Run 1, the clock network:
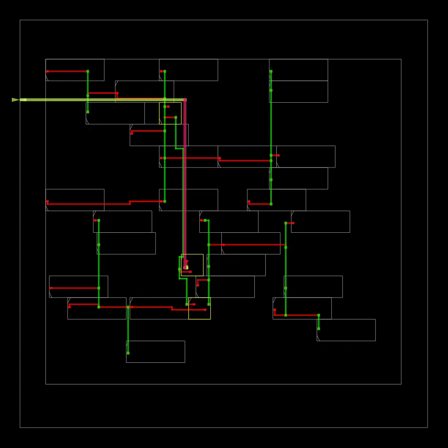
Run 1, ports around the boundary:
Pins as bars across the die edge, other pins in grey.
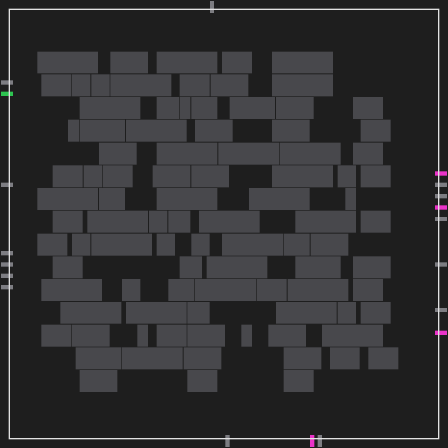
Run 1, placement by cell class:
Bar = 20 microns.
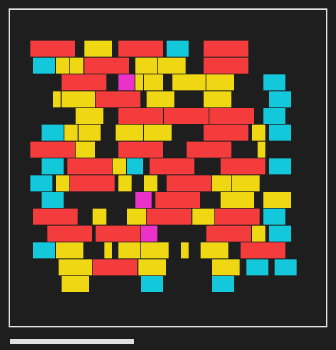
==> config.mk <==
export PLATFORM = sky130hd
export DESIGN_NAME = aidan_mcnay_debouncer_array
export DESIGN_NICKNAME = d
export VERILOG_FILES = /design/src/rtl/aidan_mcnay_debouncer_array_pkg.sv /design/src/rtl/aidan_mcnay_debounce_ch.sv /design/src/rtl/aidan_mcnay_debouncer_array.sv
export SDC_FILE = /design/constraint.sdc
export NUM_CORES = 1
export LEC_CHECK = 0
export CAP_MARGIN = 30
export CORE_MARGIN = 3
export CORE_UTILIZATION = 54
export DETAILED_ROUTE_END_ITERATION = 16
export PLACE_DENSITY_LB_ADDON = 0.15
export SLEW_MARGIN = 20
export SYNTH_ARGS = -nofsm -noshare
export SYNTH_HDL_FRONTEND = slang
export SYNTH_SLANG_ARGS = --single-unit
==> constraint.sdc <==
create_clock -name clk -period 3.1 [get_ports clk]
set_clock_uncertainty 0.05 [all_clocks]
set_input_delay 0.465 -clock clk [delete_from_list [all_inputs] [get_ports clk]]
set_output_delay 0.465 -clock clk [all_outputs]
set_load 0.02 [all_outputs]
==> flow_summary_export.csv, run 1 <==
group,metric,value,unit
global_route,grt_pass1_wl,2490,microns
power,intPower,0.425,mW
layout,antennaDiodeCount,0,
power,clkPwrFrac,25.4,%
routing,wirelength,1420,microns
power,p_leak,0.439,nW
global_route,grt_max_degree,16,
min_path,min_path_cells,1,
synth,ys_types,13,
synth,ys_sh_aoi,0,%
routing,vias,594,
setup_path,cp.required,2.58,ns
global_route,antenna_found_initial,0,
placement,dp_worst_setup_slack,1.11,ns
routing,drt_pre_antenna_iters,4,
power,p_comb_share,4.3,%
synth,ys_sh_simple,26.5,%
synth,ys_cells,86,
synth,synthCells,86,
global_route,grt.overflow.total,0,
cts,clockBufferDepth,2,
power,ir_drop,0.303,mV
setup_path,reg2regPathDepth,3,
cts,cts_setup_buffers,0,
routing,via_per_inst,5.03,
synth,syn_area_per_cell,12.8,sq um
cts,cts-htree-levels,1,
status,status,"complete, no violations",
synth,fp_nets,96,
power,powerDensity,432,nW/um^2
global_route,grt_pass1_vias,584,
placement,place_congestion,0.680,
layout,syn_to_final_growth,10.7,%
sta,worst_slew_pin_slew,0.491,ns
sta,rsz0062_at_grt,"no",
Notes on 'the clock network' above:
Clock Sinks: 28
flip-flops: 28
insertion delay at the late pin of the worst-skew pair: 0.30 ns
clkbuf count: 3
Power Clock: 0.134 mW

Notes on 'ports around the boundary' above:
legend:
  green:
    port: `clk`
    pins: 1
    direction: input
    edge: left
  magenta:
    port: `rise`
    pins: 4
    direction: output
    edge: 3 right, 1 bottom
Die Height: 51.2 microns
I/O Buffers: 18

Notes on 'placement by cell class' above:
legend:
  cyan:
    class: remaining buffers and delay cells
    cells: 19
    share_of_their_area: 16%
  magenta:
    class: clock-net drivers
    cells: 3
    share_of_their_area: 1.9%
  yellow:
    class: remaining logic cells
    cells: 43
    share_of_their_area: 35%
  red:
    class: registers
    cells: 28
    share_of_their_area: 47%
core area: 1820 sq um
Site Rows: 15
design area: 1220 sq um
final core utilization: 66.9%

## run 1: placed cells by master, fill, tap and decap left out, types with 2 or more instances in the layout
master           netlist  final
nor2b_1                8      8
ha_1                   4      4
nor4_1                 2      2
dfxtp_1               28     28
nor4_2                 4      4
mux2i_1                4      4
nor4b_2                4      4
xnor2_1                4      4
clkdlybuf4s50_1        0     18
nor2_1                 4      4
clkbuf_4               0      3
and4bb_2               8      8
## run 1: critical path: stages, from the launching register on
cell,delay [ns]
dfxtp_1,0.34
nor4_1,0.31
nand2_1,0.09
clkdlybuf4s50_1,0.55
## run 1: layout make-up
cell class | count | share of cell area, %
Sequential cell | 28 | 46.0
Multi-Input combinational cell | 43 | 34.2
Timing Repair Buffer | 19 | 15.4
Tap cell | 25 | 2.57
Clock buffer | 3 | 1.85
## run 1: stage by stage
stage	power (mW)	util, %	cell area [sq um]	cells	hold slack, ns
6_report	0.527	66.9	1220	118	0.400
3_3_place_gp	0.400	65.7	1200	115	0.368
4_1_cts	0.537	66.9	1220	118	0.398
2_1_floorplan	0.395	-	1100	86	0.364
3_5_place_dp	0.401	65.7	1200	115	0.373
5_1_grt	0.551	66.9	1220	118	0.419
## run 1: Yosys cell counts
cell type  count  area (sq um)
ha_1           4          50.1
and4bb_2       8           100
nor4b_2        4          60.1
mux2i_1        4          40.0
nand2_1        1          3.75
xnor2_1        4          35.0
buf_4         12          90.1
buf_6          3          33.8
dfxtp_1       28           561
nor4_2         4          50.1
nor2_1         4          15.0
nor4_1         2          12.5
nor2b_1        8          50.1
## run 1: logic make-up after synthesis
kind of cell	after synthesis
fa+ha+maj	4
buf+inv	15
simple gates	31
xor+xnor	4
mux	4
flops	28
## run 1: power groups by stage
stage,registers (mW),logic (mW),clock network (mW)
3_5_place_dp,0.378,0.0233,0
6_report,0.370,0.0229,0.134
3_3_place_gp,0.378,0.0224,0
4_1_cts,0.370,0.0234,0.144
2_1_floorplan,0.377,0.0182,0
5_1_grt,0.371,0.0253,0.154
## run 1: routing by layer
metal	track usage, %	share of wire [%]	vias up
met5	0	0	-
met4	8.07	1.5	0
met3	3.50	5.6	2
met2	21.5	48	17
met1	15.2	44	273
li1	-	-	302
Run 1, clock network drawn from the DEF:
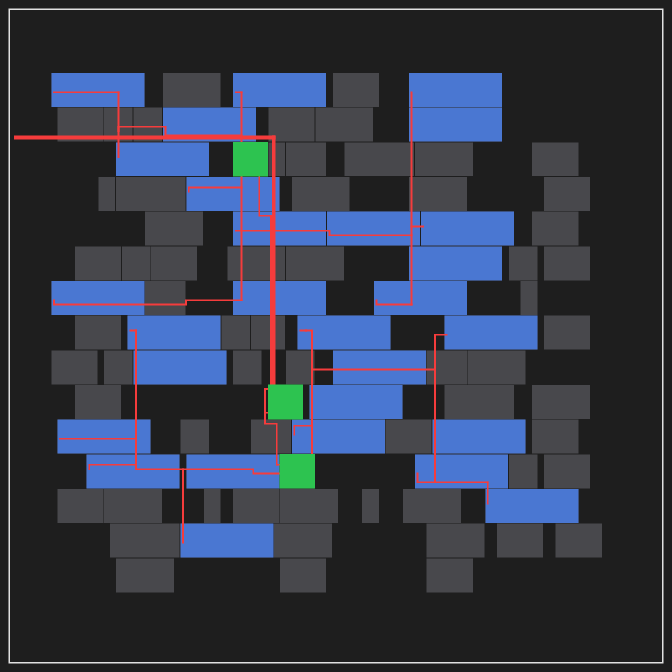

==> run 2, diff against run 1 <==
Settings changed: CORE_UTILIZATION 54 to 50.
Clock period 3.1 ns to 2.2 ns, I/O delays scaled along.
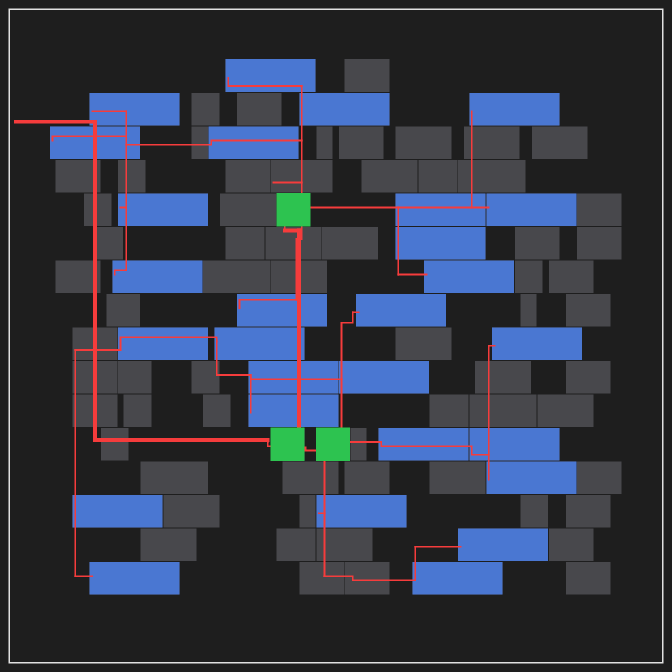
Run 2: clock network drawn from the DEF
legend:
  red:
    item: clock wires
    length: 283 microns
  blue:
    item: flip-flops
    count: 28
  green:
    item: clock-net drivers
    count: 3
routed clock nets: 4
clock power share: 29.8%
Power Clock: 0.236 mW

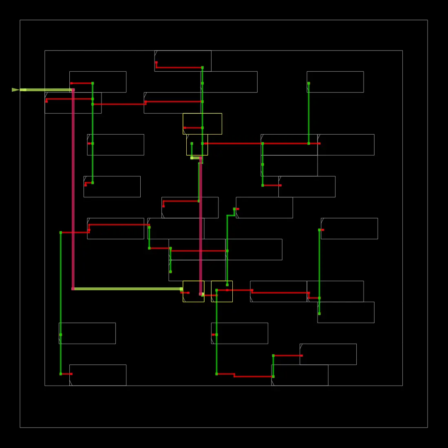
Run 2: the clock network
insertion delay at the late pin of the worst-skew pair: 0.31 ns
clkbuf count: 4
Num CTS Buffers: 3

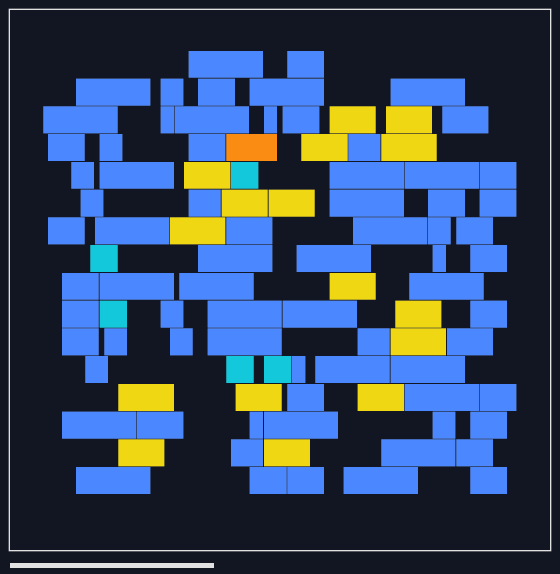
Run 2: drive-strength map
Bar = 20 microns.
legend:
  orange:
    size: x6 and larger
    cells: 1
    most_used: clkbuf_8
  yellow:
    size: x2
    cells: 16
    most_used: and4bb_2
  blue:
    size: x1 and smaller
    cells: 73
    most_used: dfxtp_1
  cyan:
    size: x3 and x4
    cells: 5
    most_used: clkbuf_4
Non-CTS buffers: 20
design area: 1240 sq um
final worst slack: 0.253 ns

==> run 2 against run 1 <==
Compared with the run above:
- non-clock buffer count increased by 1
- design area increased by 2.0%
- critical endpoint unchanged
- clock power increased by 76%
- largest cell class unchanged
- core utilization decreased by 5.5 points
- sequential cell count unchanged
- via count increased by 1.5%
- critical path depth unchanged
- power increased by 50%
- first-iteration DRC count increased to 2.5 times the previous value
- clock-buffer cell count increased by 1
- register-to-register slack got worse by 0.86 ns
- sequential power increased by 41%
==> flow_summary_export.csv, run 2 <==
group,metric,value,unit
global_route,grt_pass1_vias,518,
setup_path,reg2regPathDepth,3,
routing,vias,603,
synth,fp_nets,96,
synth,synth_area,1100,sq um
global_route,grt_max_degree,16,
placement,numPortBuffers,18,
synth,ys.flops,28,
setup_path,cp.required,1.82,ns
synth,yosys_warnings,0,
cts,numClockSinks,28,
power,ir_drop,0.362,mV
routing,drt_iter0_drc,5,
routing,wirelength,1350,microns
global_route,grt_pass1_wl,2260,microns
cts,clockBufferDepth,2,
placement,dp_worst_setup_slack,0.581,ns
synth,top_area_share,50.9,%
floorplan,die_h,52.9,microns
cts,cts-htree-levels,1,
synth,most_common_cell,"dfxtp_1",
routing,post_drt_wl_per_cell,11.1,microns
synth,ys_types,13,
sta,worst_slew_pin_slew,0.289,ns
floorplan,rows,16,
synth,async_reset_ff_share,0,%
routing,via_per_inst,4.94,
synth,synth-edff-count,0,
synth,synth_top_cell_by_area,"dfxtp_1",
synth,ff_type,"dfxtp_1",
global_route,antenna_found_initial,0,
layout,final_cell_mix,"dfxtp_1 (28), clkdlybuf4s50_1 (18), nor2b_1 (8), and4bb_2 (8)",
routing,drt_pre_antenna_iters,4,
layout,syn_to_final_growth,12.8,%
sta,hold_viol,0,
synth,yosys-top-cells-count,"dfxtp_1 (28), buf_4 (12), and4bb_2 (8), nor2b_1 (8)",
global_route,grt.overflow.total,0,
power,p_leak,0.451,nW
layout,antennaDiodeCount,0,
synth,topCellsByArea,"dfxtp_1 (51%), and4bb_2 (9.1%), buf_4 (8.2%), nor4b_2 (5.5%), ha_1 (4.5%)",
synth,ys_cells,86,
placement,place_congestion,0.669,
status,status,"complete, no violations",
layout,lay_top_count,"dfxtp_1",
synth,ys_sh_aoi,0,%
floorplan,core-area,2020,sq um
power,powerDensity,636,nW/um^2
==> run 2: cell counts after synthesis <==
No cell type changed its count.
==> run 2: metal layers <==
| layer | GRT usage [%] | part of all wire [%] |
|---|---|---|
| met1 | 14.7 | 48 |
| met2 | 17.1 | 43 |
| met3 | 2.54 | 5.3 |
| met4 | 8.94 | 3.2 |
| met5 | 0 | 0 |
==> run 2: power by group <==
group | internal [mW] | total (mW) | switching (mW)
sequential | 0.516 | 0.521 | 0.00512
clock | 0.101 | 0.236 | 0.135
combinational | 0.0203 | 0.0336 | 0.0133
==> run 2: area by class of cell <==
class | count | area [sq um] | share of cell area (%)
tap | 27 | 33.8 | 2.72
sequential | 28 | 561 | 45.1
multi-input combinational | 43 | 417 | 33.5
clock buffer | 4 | 36.3 | 2.92
timing repair buffer | 20 | 195 | 15.7
==> run 2: critical path, cell delays in order (launching register included) <==
cell and delay, ns:
dfxtp_1 0.33, nor4_1 0.30, nand2_1 0.08, clkdlybuf4s50_1 0.54
==> run 2: kinds of logic after synthesis <==
| logic type | after synthesis |
|---|---|
| buf+inv | 15 |
| fa+ha+maj | 4 |
| simple gates | 31 |
| mux | 4 |
| flops | 28 |
| xor+xnor | 4 |
==> run 2: stage by stage <==
step	area [sq um]	power, mW	utilization, %	hold slack [ns]	std cells
finish	1240	0.791	61.4	0.401	122
CTS	1240	0.806	61.4	0.405	122
detailed placement	1210	0.567	59.7	0.380	118
global route	1240	0.826	61.4	0.413	122
floorplan	1100	0.557	-	0.364	86
global placement	1210	0.565	59.7	0.369	118
Power is estimated from default activity; no workload was simulated.
